==> images/metal_density.png <==
Scale: 3 px per um. The die is cut into 23 by 21 equal tiles; white is low, dark blue is high, scaled to the fullest tile. Values are wire area over tile area, all layers added.
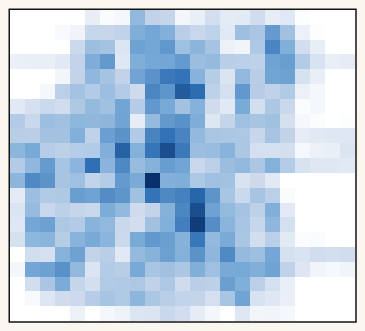
==> images/congestion.png <==
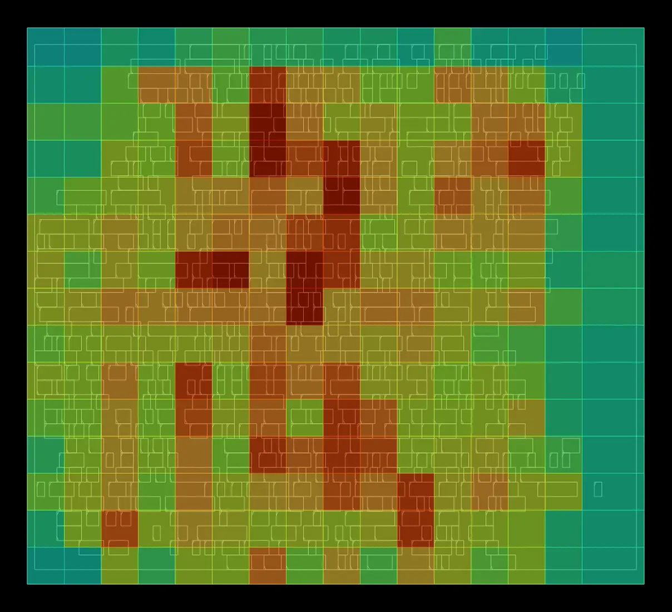
==> images/logic_types.png <==
Scale: 3 px per um.
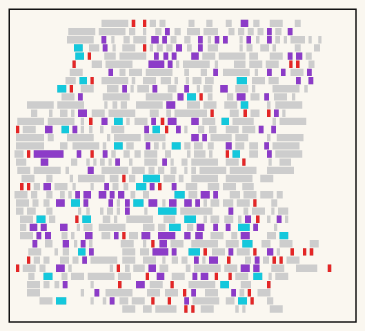
==> images/io_fan.png <==
Scale: 4 px per um.
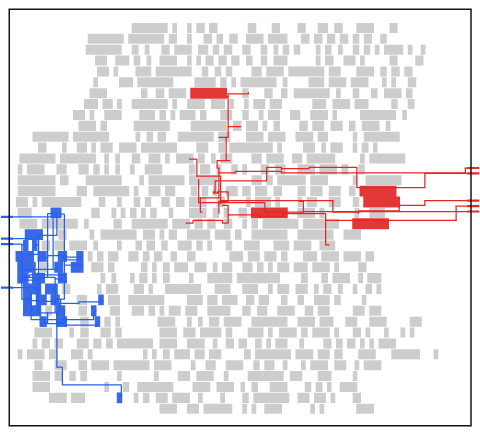
==> images/clk_routes.png <==
Scale: 4 px per um.
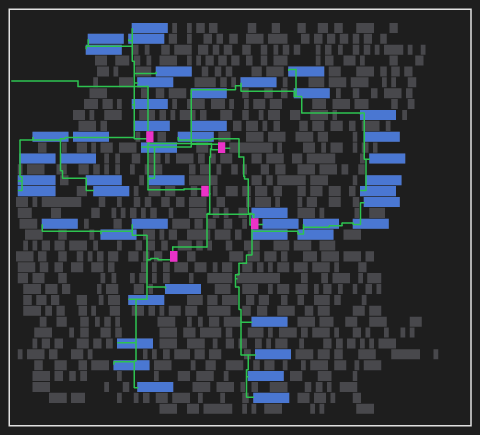
Design battleship_shot_engine, sky130hd; sources not shown.
==> ds_physical_params.txt <==
Characteristics after synthesis and place and route

Parameter                              Value

CTS
  Clock buffer count from CTS    5
  Post-CTS Hold Fix Bufs    0
  CTS HTree Levels    2
  CTS sink count    48
  CTS tree    built
  Setup Buffers After CTS    0
  Post-cts sizing count    0
  Clock transition at the registers of the reported paths    around 0.27 ns
  Worst-case clock buffer depth    2
  Clock tree root buffer cell    clkbuf_2

Setup path
  CP Data Required Time    between 10 and 15 ns
  Slowest cell on crit path    fa_1
  Crit path max fanout    7
  Worst stage delay on the critical path    ~0.48 ns
  Cell type group with the largest total delay on the critical path    adder cells
  Most prevalent standard cell on the critical path    ha_1
  Critical path buffers and inverters    1
  Cell depth of the worst setup path    28
  Worst-case register-to-register setup slack    3.53 ns
  Kind of critical path    input port to flip-flop
  Arrival @ worst endpoint    8.76 ns
  Type of origin of the critical path    input port
  Worst Setup End Kind    flip-flop
  Worst R2R Path Depth    30

Yosys
  Xor/xnor share of the synthesized area    4.398%
  Most area-hungry cell type in the Yosys netlist    dfrtp_1
  Ranking of synthesized cells by area    dfrtp_1 (22%), ha_1 (18%), o21ai_0 (4.3%)
  Number of instances in the synthesized netlist    600
  Largest family of logic cells by area    AND-OR/OR-AND gates
  Mean area per synthesized cell    around 8.6 um2
  Post-synthesis async set-or-reset flop share    100.0%
  Area share of and/or/nand/nor cells after synthesis    20.35%
  Top-area cell type share of the netlist area    22.23%
  Share of synthesized cell area in full adder, half adder and majority cells    19.82%
  Number of different library cells in the post-synthesis netlist    ~77
  Number of cells in the yosys synthesis report    600
  Cell Area, Synth    5177 um2
  Most common reg cell    dfrtp_1
  Yosys stat area    5177 um2
  #FFs+latches synth    48
  Aoi/oai-family share of the synthesized area    22.04%
  Synthesis Warnings    6
  Number of enable-type register cells in the synthesized netlist    0
  Share of synthesized area spent on multiplexers    3.722%
  Sequential area share after synthesis    23.25%

Layout
  N_diodes    0
  Number of flip-flops in the largest register    8
  Share of final layout cell area taken by clock buffers and inverters    1.744%
  Data-path buffer share of cell area in the final layout    less than 1%
  Count of fill cells added during filler insertion    1337
  Buffers outside the clock class    4
  Final net count    692
  Most common logic cells in the final layout    ha_1 (74), inv_1 (55), nand2_1 (55), dfrtp_1 (46), o21ai_0 (45)
  Clock buffer cells    5
  Number of multi-input combinational cells    between 400 and 500
  Area added between synthesis and finish    3.915%
  Inverter count of the layout excluding clock inverters    55
  Number of sequential storage elements    roughly 48
  Seq. cell area    1204 um2
  Leading cell category by total area    multi-input combinational cells
  Logic area    3660 um2
  Sequential share of cell area    22.37%
  Ratio of cells with drive above 1 in the final layout    7.383%
  Total non-filler cell area in the finished layout    5380 um2

Final timing
  Final clock period utilization by the worst path    75.85%
  Final TNS setup    0 ns
  Max Fclk    ~0.12 GHz
  Final Hold Vio Count    0
  Slew at the pin with the worst max-slew slack    1.325 ns
  Worst slack on hold paths    0.3179 ns
  Final-report setup violation count    0
  Worst relative slew slack    11.70%
  RSZ-0062 raised after global routing    false
  Count of final max-slew check failures    0
  Minimum setup slack in the final design    2.705 ns
  Tmin final    8.495 ns

Placement
  # placed instances    740
  DPL Wire Length    between 10 and 15 mm
  Total cell area at the placement stage    5310 um2
  Global placement routability congestion    0.8483
  Worst setup timing slack at the placement stage    2.225 ns

Flow run
  Tool warnings    65
  Max-capacitance violation count    0

Die
  Number of tap cells inserted    152
  Width of the die    115.1 um
  Row count    36
  Core area    about 11000 um2
  Init Core Util    47.11%
  DIE HEIGHT    103.8 um
  Die footprint    11940 um2

Power
  P_comb    0.933 mW
  Largest power group    combinational cells
  Switching power summed over all nets    0.7152 mW
  Areal power density over the cells    between 200 and 300 nW/um2
  Leakage power figure    about 2.5 nW
  Sum of internal, switching and leakage power    1.393 mW
  Seq pwr share    about a quarter
  Design internal power    just under 0.7 mW
  Power consumed by the clock network    approximately 0.12 mW
  Worst vdd ir    0.1132 mV
  Sw frac    51.33%
  Power in sequential cells    roughly 0.34 mW
  Part of the total power dissipated in combinational logic    66.9%

Global routing
  GRT Residual Overflow    0
  Antenna violations before repair    0
  Maximum number of pins on one net before global-route repair    49
  Met1 routing resource usage after global routing    31.49%
  Met3 track utilization from global routing    4.447%
  Wire length of the first global-routing pass    22.58 mm
  Grt peak-use layer    met2
  Via count of the first global-routing pass    4570

Drt
  Vias per std cell    5.876
  Drt initial violations    189
  Number of remaining DRC errors    0
  Routed via count    4395
  Initial DRT Pass Iterations    4
  Post-route ant nets    0

Min path
  Hold Crit Class    flip-flop to flip-flop
  Cells on Worst Hold Path    1

Outcome
  Outcome    complete, no violations
About metal_density.png:
densest ninth of the die	center
mean over tiles	0.18
nearly empty tiles	16%
GRT Total Usage: 23.36%
WL per Instance: 17.95 um
Post-Route WL: 13.43 mm

About congestion.png:
met2 track utilization from global routing: 38.64%
utilization after layout: 48.95%

About logic_types.png:
family	color	cells
inverting AOI/OAI gates	purple	130
AND-OR and OR-AND gates	cyan	34
inverters	red	55
most common cell after layout, fill and taps aside: ha_1
combinational share of cell area: 68.02%
post-route insts no fill: 748

About io_fan.png:
port	color	direction	edge	end cells	buffers	wire
hit_count	red	output	east	5	0	463 um
y	blue	input	west	27	0	324 um
number of top-level pins: 59
count of buffers inserted at the top-level ports: 0

About clk_routes.png:
[flip-flops] blue | count: 48
[clock wires] green | length: 637 um
[clock drivers] magenta | count: 5
flops lie	all over the die
clock network fraction of total power: 8.8%
worst-skew pair later-pin latency: 0.44 ns

cell usage after synthesis (4+ instances only):
library cell	count
a22o_1	6
and2_1	6
nand3_1	9
nor2_1	23
or2_2	15
mux2_1	8
a31oi_1	5
a211o_1	4
a21oi_1	32
xnor2_1	15
nor3_1	5
ha_1	74
o21bai_1	5
a21o_1	7
a22oi_1	5
a2bb2oi_1	4
dfrtp_1	46
xor2_1	11
o22ai_1	9
o31ai_1	4
nand2b_1	16
fa_1	5
buf_2	8
nand2_1	55
nor4_1	6
mux2i_1	8
inv_1	55
nor2b_1	24
o21ai_0	45
clkbuf_1	9
routing by layer:
layer,part of all wire (%),routed length [um],up-vias
met3,4.9,661,18
met2,48,6488,96
li1,-,-,2087
met1,46,6126,2194
met4,1.1,153,0
met5,0,0,-
Power figures rest on the tool's default switching activity, not on a simulated workload.
